**Drive-strength map**

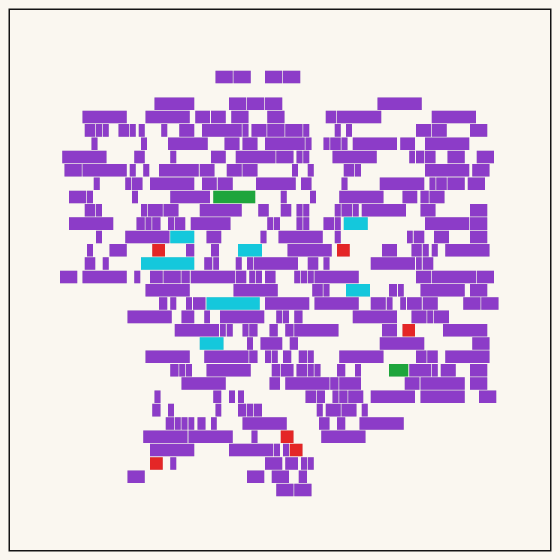
**Port wiring**

Scale bar: 20 µm.
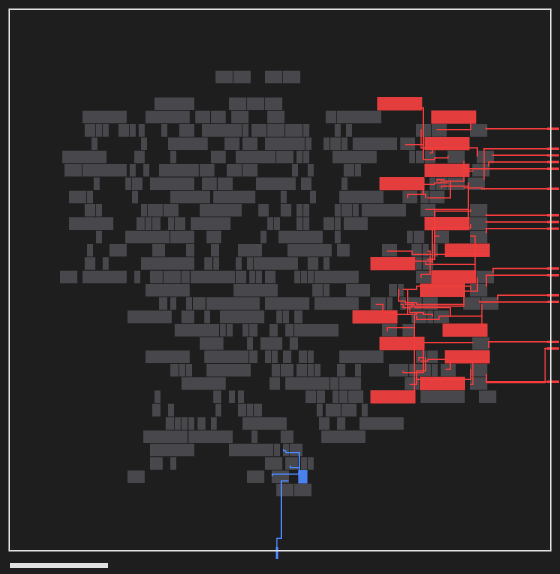
**Placed cells, one color a class**

Fill, decap, tap and diode cells in gray.
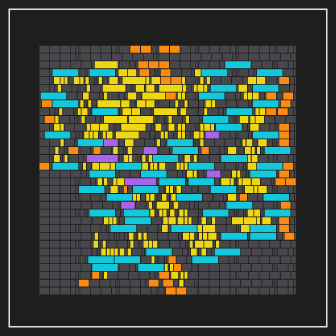
Design crc_frame_tx, sky130hd; sources not shown.
==> out/metrics.csv <==
stage,metric,value,unit
grt,use_met1,12.64,%
synth,ys_sh_mux,0.7459,%
synth,post-synth-top-area-fraction,49.14,%
grt,sum_of_overflow_across_all_layers_after_global_routing,0,
cts,cts_sinks,56,
synth,edf_count,0,
detailed_routing,finalWirelength,6078,µm
setup_path,crit_type,input pin to primary output,
place,placed_cell_area,3363,µm²
sta,grt_setup_unrepaired,no,
cells_and_area,layout_cells_sized_above_1,4.532,%
cts,path_clk_slew,90,ps
setup_path,slowest_delay,680,ps
synth,ys_cells,293,
synth,yosys_area,2851,µm²
run,drv_cap,0,
setup_path,worst_r2r_path_depth,8,
grt,number_of_antenna_violations_at_the_first_check_in_global_routing,0,
synth,mappedNetlistArea,2851,µm²
detailed_routing,drt-pass1-iter-count,4,
grt,grt.total_usage,10.26,%
sta,final_clock_period_utilization_by_the_worst_path,86.10,%
detailed_routing,drc,0,
place,globalplace.congestion,0.7878,
sta,final.hold.worst_slack,321.3,ps
synth,synthesis.area_per_instance,9.732,µm²
die,die_w,110.3,µm
detailed_routing,dr.max_layer_used,met4,
setup_path,critical_path_arrival,2230,ps
worst_hold_path,number_of_cells_on_the_worst_hold_path,1,
cts,htree_levels,2,
grt,number_of_global_route_vias_before_repair,2100,
cells_and_area,post_layout_nonfiller_instances,433,
power,power_leakage,0.001595,µW
cts,root_buffer,sky130_fd_sc_hd__clkbuf_8,
synth,synth-adder-area-share,1.316,%
sta,tns,0,ps
place,place_ws,571.5,ps
sta,final_max_slew_viol_count,0,
setup_path,largest_driver_fanout_on_the_critical_path,3,
sta,finalCriticalPeriod,3099,ps
synth,synth-simple-area-share,18.60,%
detailed_routing,routed_wire_length_per_instance,14.04,µm
detailed_routing,drt_first_iter_violations,87,
cts,tritoncts,built,
place,place.detailed.hpwl,4530,µm
synth,synth_cell_types,31,
detailed_routing,ant_nets,0,
synth,netlist_instances,293,
cells_and_area,layout_top_cells_excl_fill_tap,"66 x sky130_fd_sc_hd__nand2_1, 56 x sky130_fd_sc_hd__dfrtp_1, 38 x sky130_fd_sc_hd__clkdlybuf4s50_1",
setup_path,crit_family,buffers and inverters,
status,outcome,"finished, final reports clean",
cts,hold_buffers,0,
cells_and_area,final_common_cell,sky130_fd_sc_hd__nand2_1,
die,die_height,110.3,µm
setup_path,cp_data_required_time,2730,ps
cts,cts_setup_buffers,0,
grt,grt_busiest_layer,met2,
synth,xor_area_share,17.99,%
run,stage_log_warnings,26,
die,dieArea,12160,µm²
cells_and_area,final_layout_net_count,354,
grt,first_pass_grt_wire_length,10110,µm
detailed_routing,wl_met3,353,µm
synth,syn-num-nets,316,
setup_path,cpMaxStageDelayCell,sky130_fd_sc_hd__clkdlybuf4s50_1,
detailed_routing,num_vias,2130,
place,instance_count_after_placement_with_tap_cells_included,426,
setup_path,crit_cells,3,
die,floorplan.initialDensity,36.52,%
synth,ys_top_cells_by_count,"66 x sky130_fd_sc_hd__nand2_1, 56 x sky130_fd_sc_hd__dfrtp_1, 34 x sky130_fd_sc_hd__nor2_1",
sta,finalHoldViolCount,0,
synth,synth_top_cell_by_count,sky130_fd_sc_hd__nand2_1,
grt,groute.layer.met2.usage,17.38,%
cts,max-clock-path-buffers,2,
synth,synth_top_cell_by_area,sky130_fd_sc_hd__dfrtp_1,
worst_hold_path,hold_path_class,flop to flop,
setup_path,end_kind,primary output,
sta,max-slew-margin-rel,42.25,%
sta,achievable-frequency,0.3226,GHz
synth,synth.ff_latch_count,56,
## Picture notes: 'drive-strength map'
| color | size | cells |
|---|---|---|
| purple | drive 1 or less | 316 |
| red | drive 3 to 4 | 6 |
| green | drive 2 | 2 |
| cyan | drive 6 and up | 7 |
smallest setup slack after layout: 500.5 ps
final instance area: 3488 µm²
layout buffer count excluding clock buffers: 46

## Picture notes: 'port wiring'
| color | port | bits | direction | edge | end cells | buffers | wire |
|---|---|---|---|---|---|---|---|
| red | frame_cnt | 16 | output | right | 16 | 16 | 617 µm |
| blue | in_ready | 1 | output | bottom | 1 | 1 | 32.4 µm |
number of I/O port buffers: 39
I/O pin cnt: 40

## Picture notes: 'placed cells, one color a class'
| color | class | cells | share of their area |
|---|---|---|---|
| purple | clock drivers and dummy loads | 7 | 3.8% |
| yellow | all other logic | 222 | 41% |
| cyan | flip-flops | 56 | 42% |
| orange | other buffers and delay cells | 46 | 13% |
Util after Layout: 44.68%
share of the final layout cell area in sequential cells: 40.17%
row count: 32
area of the core: 7807 µm²

[where the power goes]
group	leakage [µW]	switching, µW	total (µW)	internal [µW]
Combinational	0.000838	547	956	410
Clock	0.0000642	199	473	274
Sequential	0.000693	130	973	843
[logic make-up after synthesis]
family	Yosys count
mux	2
compound gates	46
xor+xnor	41
simple gates	126
buf+inv	19
fa+ha+maj	3
flops	56
[area by class of cell]
type	instances	area, µm²
Sequential cell	56	1401
Tap cell	102	127.6
Inverter	4	15.01
Timing Repair Buffer	46	439.2
Fill cell	777	4319
Clock buffer	5	68.82
Multi-Input combinational cell	218	1376
Clock inverter	2	60.06
Power is estimated from default activity; no workload was simulated.
